[config.mk]
export PLATFORM = sky130hd
export DESIGN_NAME = dimm_cmd_scheduler
export DESIGN_NICKNAME = d
export VERILOG_FILES = /design/src/rtl/dimm_cmd_scheduler.sv
export SDC_FILE = /design/constraint.sdc
export NUM_CORES = 1
export LEC_CHECK = 0
export ABC_AREA = 1
export CORE_ASPECT_RATIO = 1.75
export CORE_UTILIZATION = 62
export CTS_CLUSTER_SIZE = 8
export DETAILED_ROUTE_END_ITERATION = 8
export PLACE_DENSITY = 0.82
export SKIP_LAST_GASP = 1
export SYNTH_ARGS = -nofsm -noshare
export SYNTH_HDL_FRONTEND = slang
export SYNTH_SLANG_ARGS = --single-unit
[constraint.sdc]
create_clock -name clk -period 6.4 [get_ports clk]
set_clock_uncertainty 0.1 [all_clocks]
set_input_delay 1.28 -clock clk [delete_from_list [all_inputs] [get_ports clk]]
set_output_delay 1.28 -clock clk [all_outputs]
set_load 0.03 [all_outputs]
[src/rtl/dimm_cmd_scheduler.sv]
// In-order DDR5 command scheduler: a 16-entry request FIFO feeding a PRE/ACT/RD/WR
// sequencer with an open-page bank table and per-command spacing counters.
module dimm_cmd_scheduler #(
  parameter int QDEPTH = 16,
  parameter int T_RP   = 10,
  parameter int T_RCD  = 8,
  parameter int T_RTP  = 2,
  parameter int T_WR   = 6
) (
  input  logic        clk,
  input  logic        rst_n,
  input  logic        req_valid,
  output logic        req_ready,
  input  logic [1:0]  req_op,
  input  logic [35:0] req_addr,
  output logic        cmd_valid,
  output logic [2:0]  cmd_type,
  output logic [2:0]  cmd_bg,
  output logic [1:0]  cmd_ba,
  output logic [15:0] cmd_row,
  output logic [9:0]  cmd_col,
  output logic        done_pulse,
  output logic        err_pulse,
  output logic        busy,
  output logic [4:0]  q_count
);

  localparam int PW = $clog2(QDEPTH);
  localparam int CW = 8;
  localparam int EW = 34;

  localparam logic [2:0] CMD_NOP = 3'd0;
  localparam logic [2:0] CMD_ACT = 3'd1;
  localparam logic [2:0] CMD_RD  = 3'd2;
  localparam logic [2:0] CMD_WR  = 3'd3;
  localparam logic [2:0] CMD_PRE = 3'd4;

  typedef enum logic [2:0] {
    S_IDLE, S_DECODE, S_PRE, S_WAIT_RP, S_ACT, S_WAIT_RCD, S_RW, S_WAIT_REC
  } state_t;

  // ---------------- request queue ----------------
  logic [EW-1:0] q_mem [QDEPTH];
  logic [PW-1:0] wr_ptr_q, rd_ptr_q;
  logic [4:0]    q_count_q;
  logic          push, pop;
  logic [EW-1:0] head;
  logic          unused_addr_bits;

  // Only the fields the sequencer uses are stored; bits [35:34] and [1:0] are dropped.
  assign unused_addr_bits = ^{req_addr[35:34], req_addr[1:0]};
  assign req_ready = (q_count_q < 5'(QDEPTH));
  assign push      = req_valid && req_ready;
  assign head      = q_mem[rd_ptr_q];

  always_ff @(posedge clk) begin
    if (push) begin
      q_mem[wr_ptr_q] <= {req_op, req_addr[6], req_addr[9:7], req_addr[11:10],
                          req_addr[33:18], req_addr[17:12], req_addr[5:2]};
    end
  end

  always_ff @(posedge clk) begin
    if (!rst_n) begin
      wr_ptr_q  <= '0;
      rd_ptr_q  <= '0;
      q_count_q <= '0;
    end else begin
      if (push) wr_ptr_q <= wr_ptr_q + 1'b1;
      if (pop)  rd_ptr_q <= rd_ptr_q + 1'b1;
      case ({push, pop})
        2'b10:   q_count_q <= q_count_q + 5'd1;
        2'b01:   q_count_q <= q_count_q - 5'd1;
        default: q_count_q <= q_count_q;
      endcase
    end
  end

  // ---------------- current request and bank table ----------------
  logic [1:0]  cur_op_q;
  logic        cur_ch_q;
  logic [2:0]  cur_bg_q;
  logic [1:0]  cur_ba_q;
  logic [15:0] cur_row_q;
  logic [9:0]  cur_col_q;

  logic        bank_open_q [32];
  logic [15:0] bank_row_q  [32];
  logic [4:0]  bank_idx;
  logic        bank_clr, bank_set;

  assign bank_idx = {cur_bg_q, cur_ba_q};

  always_ff @(posedge clk) begin
    if (!rst_n) begin
      for (int i = 0; i < 32; i++) bank_open_q[i] <= 1'b0;
    end else if (bank_clr) begin
      bank_open_q[bank_idx] <= 1'b0;
    end else if (bank_set) begin
      bank_open_q[bank_idx] <= 1'b1;
    end
  end

  // Row tags need no reset: they are only trusted while the open bit is set.
  always_ff @(posedge clk) begin
    if (bank_set) bank_row_q[bank_idx] <= cur_row_q;
  end

  // ---------------- sequencer ----------------
  state_t        state_q, state_d;
  logic [CW-1:0] cnt_q, cnt_d;
  logic          cmd_valid_q;
  logic [2:0]    cmd_type_q, issue_type;
  logic [2:0]    cmd_bg_q;
  logic [1:0]    cmd_ba_q;
  logic [15:0]   cmd_row_q;
  logic [9:0]    cmd_col_q;
  logic          done_q, err_q, done_d, err_d;
  logic          issue, latch;
  logic          illegal, row_hit, cnt_zero;
  logic [2:0]    rw_type;
  logic [CW-1:0] rec_load;

  assign illegal  = (cur_op_q == 2'd3) || cur_ch_q;
  assign row_hit  = bank_open_q[bank_idx] && (bank_row_q[bank_idx] == cur_row_q);
  assign cnt_zero = (cnt_q == '0);
  assign rw_type  = (cur_op_q == 2'd1) ? CMD_WR : CMD_RD;
  assign rec_load = (cur_op_q == 2'd1) ? CW'(T_WR - 1) : CW'(T_RTP - 1);
  assign pop      = done_d || err_d;

  // Each command is registered on the edge that enters its state, so the state
  // name tracks the command on the bus and its spacing counter starts that cycle.
  always_comb begin
    state_d    = state_q;
    cnt_d      = cnt_q;
    issue      = 1'b0;
    issue_type = CMD_NOP;
    done_d     = 1'b0;
    err_d      = 1'b0;
    latch      = 1'b0;
    bank_clr   = 1'b0;
    bank_set   = 1'b0;
    case (state_q)
      S_IDLE: begin
        if (q_count_q != 5'd0 && !done_q && !err_q) begin
          latch   = 1'b1;
          state_d = S_DECODE;
        end
      end
      S_DECODE: begin
        if (illegal) begin
          err_d   = 1'b1;
          state_d = S_IDLE;
        end else if (row_hit) begin
          issue = 1'b1; issue_type = rw_type; state_d = S_RW; cnt_d = rec_load;
        end else if (bank_open_q[bank_idx]) begin
          issue = 1'b1; issue_type = CMD_PRE; state_d = S_PRE; cnt_d = CW'(T_RP - 1);
          bank_clr = 1'b1;
        end else begin
          issue = 1'b1; issue_type = CMD_ACT; state_d = S_ACT; cnt_d = CW'(T_RCD - 1);
          bank_set = 1'b1;
        end
      end
      S_PRE, S_WAIT_RP: begin
        if (cnt_zero) begin
          issue = 1'b1; issue_type = CMD_ACT; state_d = S_ACT; cnt_d = CW'(T_RCD - 1);
          bank_set = 1'b1;
        end else begin
          cnt_d = cnt_q - 1'b1; state_d = S_WAIT_RP;
        end
      end
      S_ACT, S_WAIT_RCD: begin
        if (cnt_zero) begin
          issue = 1'b1; issue_type = rw_type; state_d = S_RW; cnt_d = rec_load;
        end else begin
          cnt_d = cnt_q - 1'b1; state_d = S_WAIT_RCD;
        end
      end
      S_RW, S_WAIT_REC: begin
        if (cnt_zero) begin
          done_d  = 1'b1;
          state_d = S_IDLE;
        end else begin
          cnt_d = cnt_q - 1'b1; state_d = S_WAIT_REC;
        end
      end
      default: state_d = S_IDLE;
    endcase
  end

  always_ff @(posedge clk) begin
    if (!rst_n) begin
      state_q     <= S_IDLE;
      cnt_q       <= '0;
      cmd_valid_q <= 1'b0;
      cmd_type_q  <= CMD_NOP;
      cmd_bg_q    <= '0;
      cmd_ba_q    <= '0;
      cmd_row_q   <= '0;
      cmd_col_q   <= '0;
      done_q      <= 1'b0;
      err_q       <= 1'b0;
      cur_op_q    <= '0;
      cur_ch_q    <= 1'b0;
      cur_bg_q    <= '0;
      cur_ba_q    <= '0;
      cur_row_q   <= '0;
      cur_col_q   <= '0;
    end else begin
      state_q     <= state_d;
      cnt_q       <= cnt_d;
      cmd_valid_q <= issue;
      cmd_type_q  <= issue_type;
      done_q      <= done_d;
      err_q       <= err_d;
      if (issue) begin
        cmd_bg_q  <= cur_bg_q;
        cmd_ba_q  <= cur_ba_q;
        cmd_row_q <= cur_row_q;
        cmd_col_q <= cur_col_q;
      end
      if (latch) begin
        {cur_op_q, cur_ch_q, cur_bg_q, cur_ba_q, cur_row_q, cur_col_q} <= head;
      end
    end
  end

  assign cmd_valid  = cmd_valid_q;
  assign cmd_type   = cmd_type_q;
  assign cmd_bg     = cmd_bg_q;
  assign cmd_ba     = cmd_ba_q;
  assign cmd_row    = cmd_row_q;
  assign cmd_col    = cmd_col_q;
  assign done_pulse = done_q;
  assign err_pulse  = err_q;
  assign busy       = (state_q != S_IDLE);
  assign q_count    = q_count_q;

endmodule

==> flow_metrics.tcl <==
# implementation run metrics
set metrics [dict create \
    worstRegToRegCells 18 \
    slew_headroom_pct 22.9 \
    mostFrequentLayoutCells "1433 x sky130_fd_sc_hd__nand2_1, 1056 x sky130_fd_sc_hd__edfxtp_1, 450 x sky130_fd_sc_hd__nor2_1" \
    top_cells_by_count "1434 x sky130_fd_sc_hd__nand2_1, 1056 x sky130_fd_sc_hd__edfxtp_1, 466 x sky130_fd_sc_hd__nor2_1" \
    final-clk-cell-share_pct 8.49 \
    dominantRegCellSynth "sky130_fd_sc_hd__edfxtp_1" \
    post-cts-setup-buffer-count 0 \
    post_cts_resize_count 0 \
    floorplan.die_area_mm2 0.0788 \
    met3_layer_usage_reported_by_global_route_pct 6.65 \
    number_of_cts_inserted_buffers 165 \
    timing.final.crit_period_ps 4920 \
    final-comb-area_mm2 0.0125 \
    numPlacedInstances 5340 \
    r2r_end "bank_open_q[23]$_DFF_P_" \
    enable_flop_cells 1056 \
    startpoint "cur_ba_q[1]$_SDFFE_PN0P_" \
    status "completed" \
    setup_viol 0 \
    dr_wl_met2_um 67000 \
    met3RoutedLength_um 13100 \
    detail_route.wl_per_cell_um 23.4 \
    cts-root-buf "sky130_fd_sc_hd__clkbuf_16" \
    final-nonclk-buf-share_pct 2.90 \
    yosys.cell_types.count 41 \
    regArea_mm2 0.0343 \
    p_leak_nw 20.8 \
    nNetsFinal 4543 \
    min_period_over_period_pct 76.9 \
    setup.worst_path.end_class "register" \
    rsz0062_at_grt "no" \
    path_buffers 1 \
    minimum_setup_slack_among_reg_to_reg_paths_ps 1480 \
    vias 34671 \
    dieHeight_um 371 \
    hold_path_end "cmd_col[6]$_SDFFE_PN0P_" \
    postRouteWirelength_um 131000 \
    grt_util_met1_pct 36.9 \
    grt_start_max_net_pins 200 \
    largestClassByArea "registers" \
    timing.hold.worst_path_depth 2 \
    cp_cell_sequence "nand2_4 -> inv_2 -> nand2_1 -> nand3_1 -> nand2_1 -> nand2_1 -> nor2_1 -> nand3_1 -> nand2_1 -> nor2_1 -> nand2_1 -> nor2_2 -> nand2_2 -> nand2_4 -> nand2_4 -> nand2_1 -> nand2_1 -> nand2_1" \
    synth_warnings 0 \
    share_of_synthesized_area_occupied_by_flip_flops_and_latches_pct 71.2 \
    place.gp.congestion 0.919 \
    coreArea_mm2 0.0766 \
    timing.final.ws_setup_ps 1480 \
    detail_route.iter0.violations 4182 \
    ant_nets 0 \
    crit_slowest_cell "sky130_fd_sc_hd__inv_2" \
    slew_viol_final 0 \
    cts_tree "done" \
    worst-path-max-fanout 53 \
    drt_pre_antenna_iters 7 \
    timing.final.hold_violations 0 \
    num_antenna_cells 0 \
    worst-setup-path-type "register to register" \
    dpl-instance-area_mm2 0.0502 \
    clk_pin_slew_ps 50 \
]
-- worst register-to-register path, cell delays in order (launching register included) --
cell	delay (ps)
sky130_fd_sc_hd__dfxtp_4	850
sky130_fd_sc_hd__nand2_4	410
sky130_fd_sc_hd__inv_2	960
sky130_fd_sc_hd__nand2_1	150
sky130_fd_sc_hd__nand3_1	240
sky130_fd_sc_hd__nand2_1	90
sky130_fd_sc_hd__nand2_1	90
sky130_fd_sc_hd__nor2_1	110
sky130_fd_sc_hd__nand3_1	80
sky130_fd_sc_hd__nand2_1	50
sky130_fd_sc_hd__nor2_1	110
sky130_fd_sc_hd__nand2_1	80
sky130_fd_sc_hd__nor2_2	400
sky130_fd_sc_hd__nand2_2	140
sky130_fd_sc_hd__nand2_4	340
sky130_fd_sc_hd__nand2_4	330
sky130_fd_sc_hd__nand2_1	160
sky130_fd_sc_hd__nand2_1	80
sky130_fd_sc_hd__nand2_1	60
-- report_power, final --
part / internal [mW] / switching (mW) / total (mW) / leakage [nW]
logic: 1.74 / 5.45 / 7.19 / 7.88
registers: 9.36 / 0.373 / 9.73 / 10.6
clock network: 4.81 / 3.14 / 7.94 / 2.23
total: 15.9 / 8.96 / 24.9 / 20.8
-- cells by family after synthesis --
group,after synthesis,synth area share (%)
buffers and inverters,414,3.52
AND-OR/OR-AND,711,8.00
adder cells (fa/ha/maj),15,0.406
flip-flops,1183,71.2
AND/OR/NAND/NOR,2062,16.8
XOR/XNOR,6,0.109
-- sequential cells by signal, indices dropped and copies added (netlist names), 3 cells and up --
register     cells
cur_row_q       16
cmd_col         10
q_count          5
q_mem          544
cmd_row         16
rd_ptr_q         4
bank_open_q     32
cur_bg_q         3
bank_row_q     512
cmd_bg           3
cmd_type         3
wr_ptr_q         4
state_q          3
cnt_q            8
cur_col_q       10
==> images/gates.png <==
Scale: 1.5 px per um.
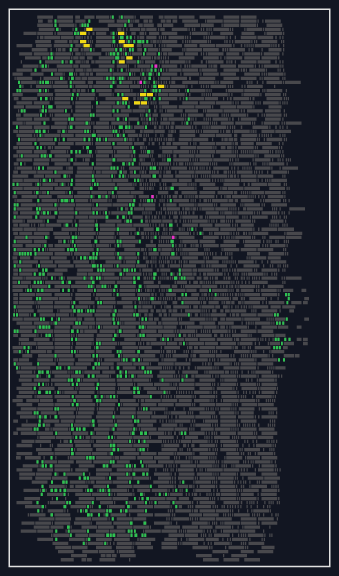
legend:
  and/or cells:
    colour: magenta
    cells: 4
    where: top middle
  aoi and oai cells:
    colour: green
    cells: 711
    most_used: o21ai_0
  fa/ha/maj cells:
    colour: yellow
    cells: 15
    most_used: ha_1
final instance count without filler cells: 5609
share of cell area taken by multi-input logic gates: 22.7%

==> images/layers.png <==
Scale: 1.5 px per um.
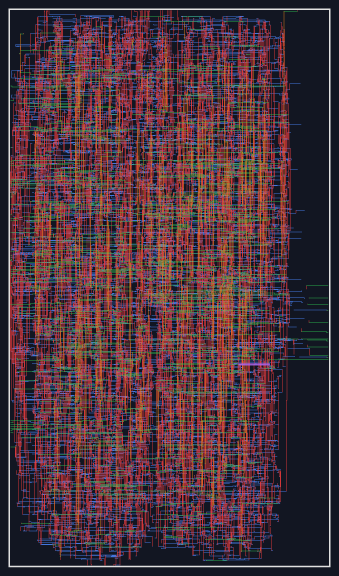
legend:
  M5:
    colour: purple
    wire_length: 19.3 um
  M1:
    colour: blue
    wire_length: 41.4 mm
  M2:
    colour: red
    wire_length: 67.0 mm
  M4:
    colour: orange
    wire_length: 9590 um
  M3:
    colour: green
    wire_length: 13100 um

Power is estimated from default activity; no workload was simulated.
